## src/rtl/midi_poly.sv

```systemverilog
// midi_poly: polyphonic MIDI note/program decoder with voice allocation and note stealing.
// Define MIDI_POLY_RUNNING_STATUS_EN to keep the stored status across messages (running status).
module midi_poly #(
  parameter int VOICES = 4
) (
  input  logic                  CLK,
  input  logic                  RST_N,
  input  logic                  CE,
  input  logic [3:0]            CHANNEL,
  input  logic [7:0]            DATA,
  input  logic                  DV,
  output logic [7*VOICES-1:0]   NOTE_NUM,
  output logic [7*VOICES-1:0]   NOTE_VEL,
  output logic [VOICES-1:0]     GATE,
  output logic [6:0]            PROGRAM
);
  localparam int PW = VOICES > 1 ? $clog2(VOICES) : 1;
  typedef enum logic [2:0] {IDLE, RECV_NUM, RECV_VEL, HANDLE_NOTE, RECV_PROG, HANDLE_PROG, SKIP} state_t;
`ifdef MIDI_POLY_RUNNING_STATUS_EN
  localparam state_t NOTE_RET = RECV_NUM;
  localparam state_t PROG_RET = RECV_PROG;
`else
  localparam state_t NOTE_RET = IDLE;
  localparam state_t PROG_RET = IDLE;
`endif
  state_t state, status_next;
  logic is_on;
  logic [6:0] num_l, vel_l;
  logic [PW-1:0] steal, sel, match_idx, free_idx;
  logic match_any, free_any, note_on;
  // Descending scan leaves the lowest matching/free index in place.
  always_comb begin
    match_any = 1'b0;
    match_idx = '0;
    free_any = 1'b0;
    free_idx = '0;
    for (int v = VOICES - 1; v >= 0; v--) begin
      if (GATE[v] && NOTE_NUM[7*v +: 7] == num_l) begin
        match_any = 1'b1;
        match_idx = PW'(v);
      end
      if (!GATE[v]) begin
        free_any = 1'b1;
        free_idx = PW'(v);
      end
    end
    sel = match_any ? match_idx : free_any ? free_idx : steal;
  end
  assign note_on = is_on && vel_l != 7'd0;
  assign status_next = DATA[3:0] != CHANNEL ? SKIP :
                       (DATA[7:4] == 4'h8 || DATA[7:4] == 4'h9) ? RECV_NUM :
                       DATA[7:4] == 4'hC ? RECV_PROG : SKIP;
  always_ff @(posedge CLK or negedge RST_N) begin
    if (!RST_N) begin
      state <= IDLE;
      is_on <= 1'b0;
      num_l <= '0;
      vel_l <= '0;
      steal <= '0;
      NOTE_NUM <= '0;
      NOTE_VEL <= '0;
      GATE <= '0;
      PROGRAM <= '0;
    end else if (CE) begin
      if (state == HANDLE_NOTE) begin
        state <= NOTE_RET;
        if (note_on) begin
          NOTE_NUM[7*sel +: 7] <= num_l;
          NOTE_VEL[7*sel +: 7] <= vel_l;
          GATE[sel] <= 1'b1;
          if (!match_any && !free_any)
            steal <= steal == PW'(VOICES - 1) ? '0 : steal + 1'b1;
        end else begin
          for (int v = 0; v < VOICES; v++)
            if (GATE[v] && NOTE_NUM[7*v +: 7] == num_l) begin
              GATE[v] <= 1'b0;
              NOTE_VEL[7*v +: 7] <= '0;
            end
        end
      end else if (state == HANDLE_PROG) begin
        state <= PROG_RET;
        PROGRAM <= num_l;
      end else if (DV && DATA < 8'hF8) begin
        if (DATA[7:4] == 4'hF) begin
          state <= SKIP;
          is_on <= 1'b0;
        end else if (DATA[7]) begin
          state <= status_next;
          is_on <= DATA[4];
        end else begin
          state <= state == RECV_NUM ? RECV_VEL : state == RECV_VEL ? HANDLE_NOTE :
                   state == RECV_PROG ? HANDLE_PROG : state;
          if (state == RECV_VEL) vel_l <= DATA[6:0];
          else num_l <= DATA[6:0];
        end
      end
    end
  end
endmodule

```

## config.mk

```make
export PLATFORM = sky130hd
export DESIGN_NAME = midi_poly
export DESIGN_NICKNAME = d
export VERILOG_FILES = /design/src/rtl/midi_poly.sv
export SDC_FILE = /design/constraint.sdc
export NUM_CORES = 1
export LEC_CHECK = 0
export CAP_MARGIN = 10
export CORE_MARGIN = 2
export CORE_UTILIZATION = 31
export CTS_BUF_LIST = sky130_fd_sc_hd__clkbuf_4
export CTS_CLUSTER_DIAMETER = 50
export DETAILED_ROUTE_END_ITERATION = 8
export GPL_ROUTABILITY_DRIVEN = 0
export PLACE_DENSITY_LB_ADDON = 0.3
export SLEW_MARGIN = 25
export SYNTH_ARGS = -nofsm -noshare
export SYNTH_HDL_FRONTEND = slang
export SYNTH_SLANG_ARGS = --single-unit
```

## constraint.sdc

```tcl
create_clock -name CLK -period 2.9 [get_ports CLK]
set_clock_uncertainty 0.05 [all_clocks]
set_input_delay 0.435 -clock CLK [delete_from_list [all_inputs] [get_ports CLK]]
set_output_delay 0.435 -clock CLK [all_outputs]
set_load 0.005 [all_outputs]
```

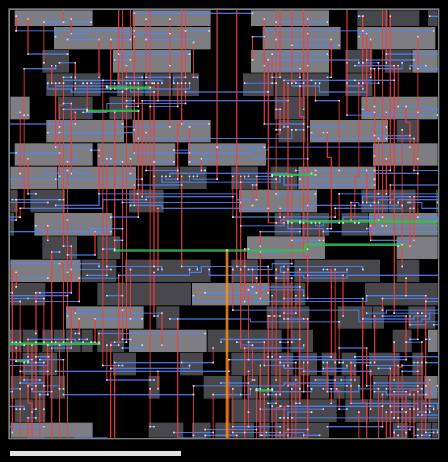
run_1/zoom.png
Bar = 20 µm. Region (34, 58) to (84, 108) µm. Cells in grey, sequential cells in the stronger grey; small squares are vias.
[met1] blue
[met3] green
[met2] red
[met4] orange
cells with their middle in the window: 132
most frequent: dfrtp_1 (29), a22o_1 (24), nand2_1 (9)
sequential cells in the window: 30
netlist names of flops here include: `NOTE_VEL` (22), `vel_l` (6)

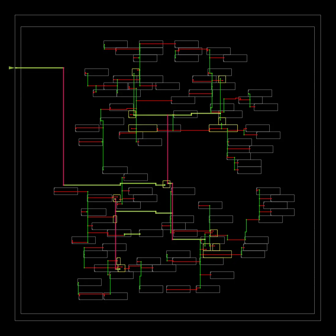
run_1/final_clocks.png
clock latency on the worst-skew pair: 0.43 ns
Flop Count: 87
Clk power: 834 µW
CTS Sinks: 87
CTS buffer count: 9

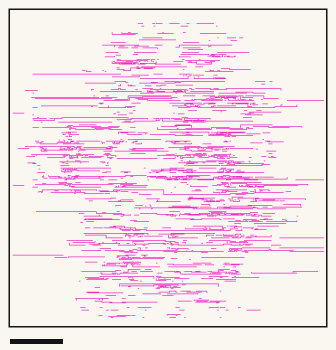
run_1/met1.png
Bar = 20 µm.
nets with wire on the layer: 398
share of all routed wire: 47%
wire length on this layer: 5,110 µm

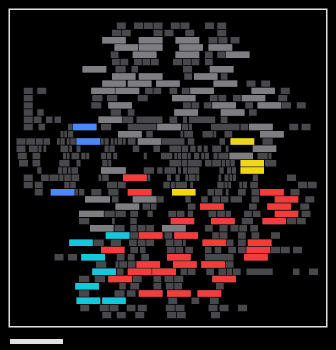
run_1/registers.png
Bar = 20 µm. Other sequential cells in the stronger grey, the rest of the logic in the fainter grey.
[`GATE`] yellow | placed flops: 4 | where: right middle
[`NOTE_NUM`] red | placed flops: 28
[`PROGRAM`] cyan | placed flops: 7 | where: bottom left
[`state`] blue | placed flops: 3
not coloured: 45

==> flow_metrics.env, run 1 <==
# yosys + openroad results
export IMPL_outcome="finished clean"
export IMPL_fmax_mhz=365
export IMPL_warnings=33
export IMPL_htree_levels=3
export IMPL_xor_area_share_pct=7.07
export IMPL_critPathCaptureType="register"
export IMPL_crit_required_ns=3.22
export IMPL_clockBufferDepth=2
export IMPL_num_nonclk_buffers=106
export IMPL_met1_length_um=5110
export IMPL_fp_dieH_um=119
export IMPL_avgRoutedWirePerCell_um=17.6
export IMPL_synthAdderAreaFrac_pct=2.45
export IMPL_critPathKind="reg2reg"
export IMPL_grt_pass1_wl_um=17400
export IMPL_topCellsByArea="dfrtp_1 (53%), a22o_1 (12%), mux2_2 (6.6%)"
export IMPL_p_clk_share_pct=16.7
export IMPL_met3_usage_pct=3.45
export IMPL_logic_gate_count=229
export IMPL_wl_met3_um=484
export IMPL_core_area_um2=12700
export IMPL_hpwl_um=7960
export IMPL_synthArstFlopShare_pct=100
export IMPL_finalNonFillerCells=617
export IMPL_mostFrequentLayoutCells="dfrtp_1 (84), clkdlybuf4s50_1 (81), a22o_1 (56)"
export IMPL_largest_area_cell="dfrtp_1"
export IMPL_hold_viol_final=0
export IMPL_post_dp_cell_area_um2=5200
export IMPL_netlist_area_um2=4090
export IMPL_drc=0
export IMPL_multiInputGateArea_um2=1820
export IMPL_vias=3130
export IMPL_dp_cells=597
export IMPL_hold_class="in2async"
export IMPL_first_iter_violations=169
export IMPL_drv_slew=0
export IMPL_use_met2_pct=24.3
export IMPL_first_pass_iters=4
export IMPL_post_cts_resized=0
run 1: flip-flops by register name (all words and copies together) (netlist names):
name      count
state         3
PROGRAM       7
steal         2
is_on         1
GATE          4
NOTE_NUM     28
num_l         7
vel_l         7
NOTE_VEL     28
run 1: power by group through the flow:
stage | Combinational, mW | Sequential (mW) | Clock [mW]
after floorplan | 1.30 | 1.84 | 0
after global placement | 1.94 | 2.12 | 0
after detailed placement | 1.97 | 2.13 | 0
after CTS | 1.99 | 2.11 | 0.857
after global routing | 2.25 | 2.18 | 0.910
final | 2.05 | 2.11 | 0.834
run 1: critical path: stages, from the launching register on:
cell and delay, ns:
dfrtp_2 0.52, xor2_1 0.20, nor4_2 0.36, a21oi_1 0.13
o21ai_0 0.14, and3_1 0.26, ha_2 0.34, nor4b_4 0.30
buf_4 0.21, a22o_1 0.15
--- run 2 (diff from run 1) ---
--- a/config.mk
+++ b/config.mk
@@ -5,7 +5,7 @@
 export SDC_FILE = /design/constraint.sdc
 export NUM_CORES = 1
 export LEC_CHECK = 0
-export CAP_MARGIN = 10
+export CAP_MARGIN = 20
 export CORE_MARGIN = 2
 export CORE_UTILIZATION = 31
 export CTS_BUF_LIST = sky130_fd_sc_hd__clkbuf_4
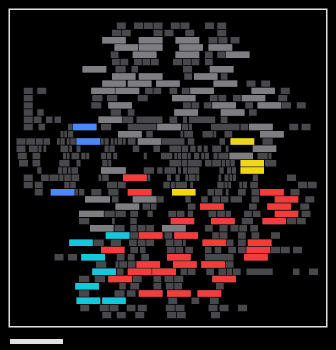
run_2/registers.png
Bar = 20 µm. Other sequential cells in the stronger grey, the rest of the logic in the fainter grey.
[`PROGRAM`] cyan | placed flops: 7 | where: bottom left
[`state`] blue | placed flops: 3
[`GATE`] yellow | placed flops: 4 | where: right middle
[`NOTE_NUM`] red | placed flops: 28

==> flow_metrics.env, run 2 <==
# yosys + openroad results
export IMPL_clockBufferDepth=2
export IMPL_hold_class="in2async"
export IMPL_fp_dieH_um=119
export IMPL_first_iter_violations=169
export IMPL_cp_depth=9
export IMPL_topCellsByArea="dfrtp_1 (53%), a22o_1 (12%), mux2_2 (6.6%)"
export IMPL_avgRoutedWirePerCell_um=17.6
export IMPL_multiInputGateArea_um2=1820
export IMPL_hpwl_um=7960
export IMPL_post_dp_cell_area_um2=5200
export IMPL_mostFrequentLayoutCells="dfrtp_1 (84), clkdlybuf4s50_1 (81), a22o_1 (56)"
export IMPL_finalNonFillerCells=617
export IMPL_htree_levels=3
export IMPL_crit_slowest_cell="dfrtp_2"
export IMPL_outcome="finished clean"
export IMPL_critPathKind="reg2reg"
export IMPL_num_nonclk_buffers=106
export IMPL_worstSkewPairLatency_ns=0.43
export IMPL_fmax_mhz=365
export IMPL_vias=3130
export IMPL_hold_viol_final=0
export IMPL_cp_buffers_inverters=1
export IMPL_clock_sinks=87
export IMPL_synthArstFlopShare_pct=100
export IMPL_warnings=33
export IMPL_synthAdderAreaFrac_pct=2.45
export IMPL_crit_chain="xor2_1 > nor4_2 > a21oi_1 > o21ai_0 > and3_1 > ha_2 > nor4b_4 > buf_4 > a22o_1"
export IMPL_slowest_delay_ns=0.52
export IMPL_reg_top3="NOTE_NUM x28, NOTE_VEL x28"
export IMPL_logic_gate_count=229
export IMPL_first_pass_iters=4
==> run 2: cell counts after synthesis <==
No cell type changed its count.
==> run 2: routing by layer <==
| layer | share of wire [%] | track usage [%] |
|---|---|---|
| met1 | 47 | 22.0 |
| met4 | 1.5 | 5.43 |
| met5 | 0 | 0 |
| met2 | 47 | 24.3 |
| met3 | 4.4 | 3.45 |
==> run 2: timing repair <==
action / 4_1_cts / 5_1_grt
endpoints found under the hold margin: 40 / 0
endpoints found under the setup margin: 0 / 56
buffers inserted: 0 / 3
resized: 0 / 14
hold buffers: 1 / 0
==> run 2: where the power goes <==
| group | switching [mW] | internal (mW) |
|---|---|---|
| Clock | 0.397 | 0.437 |
| Sequential | 0.550 | 1.56 |
| Combinational | 0.876 | 1.17 |
| Total | 1.82 | 3.17 |
No activity file was given, so power comes from the tool's default toggle rates.
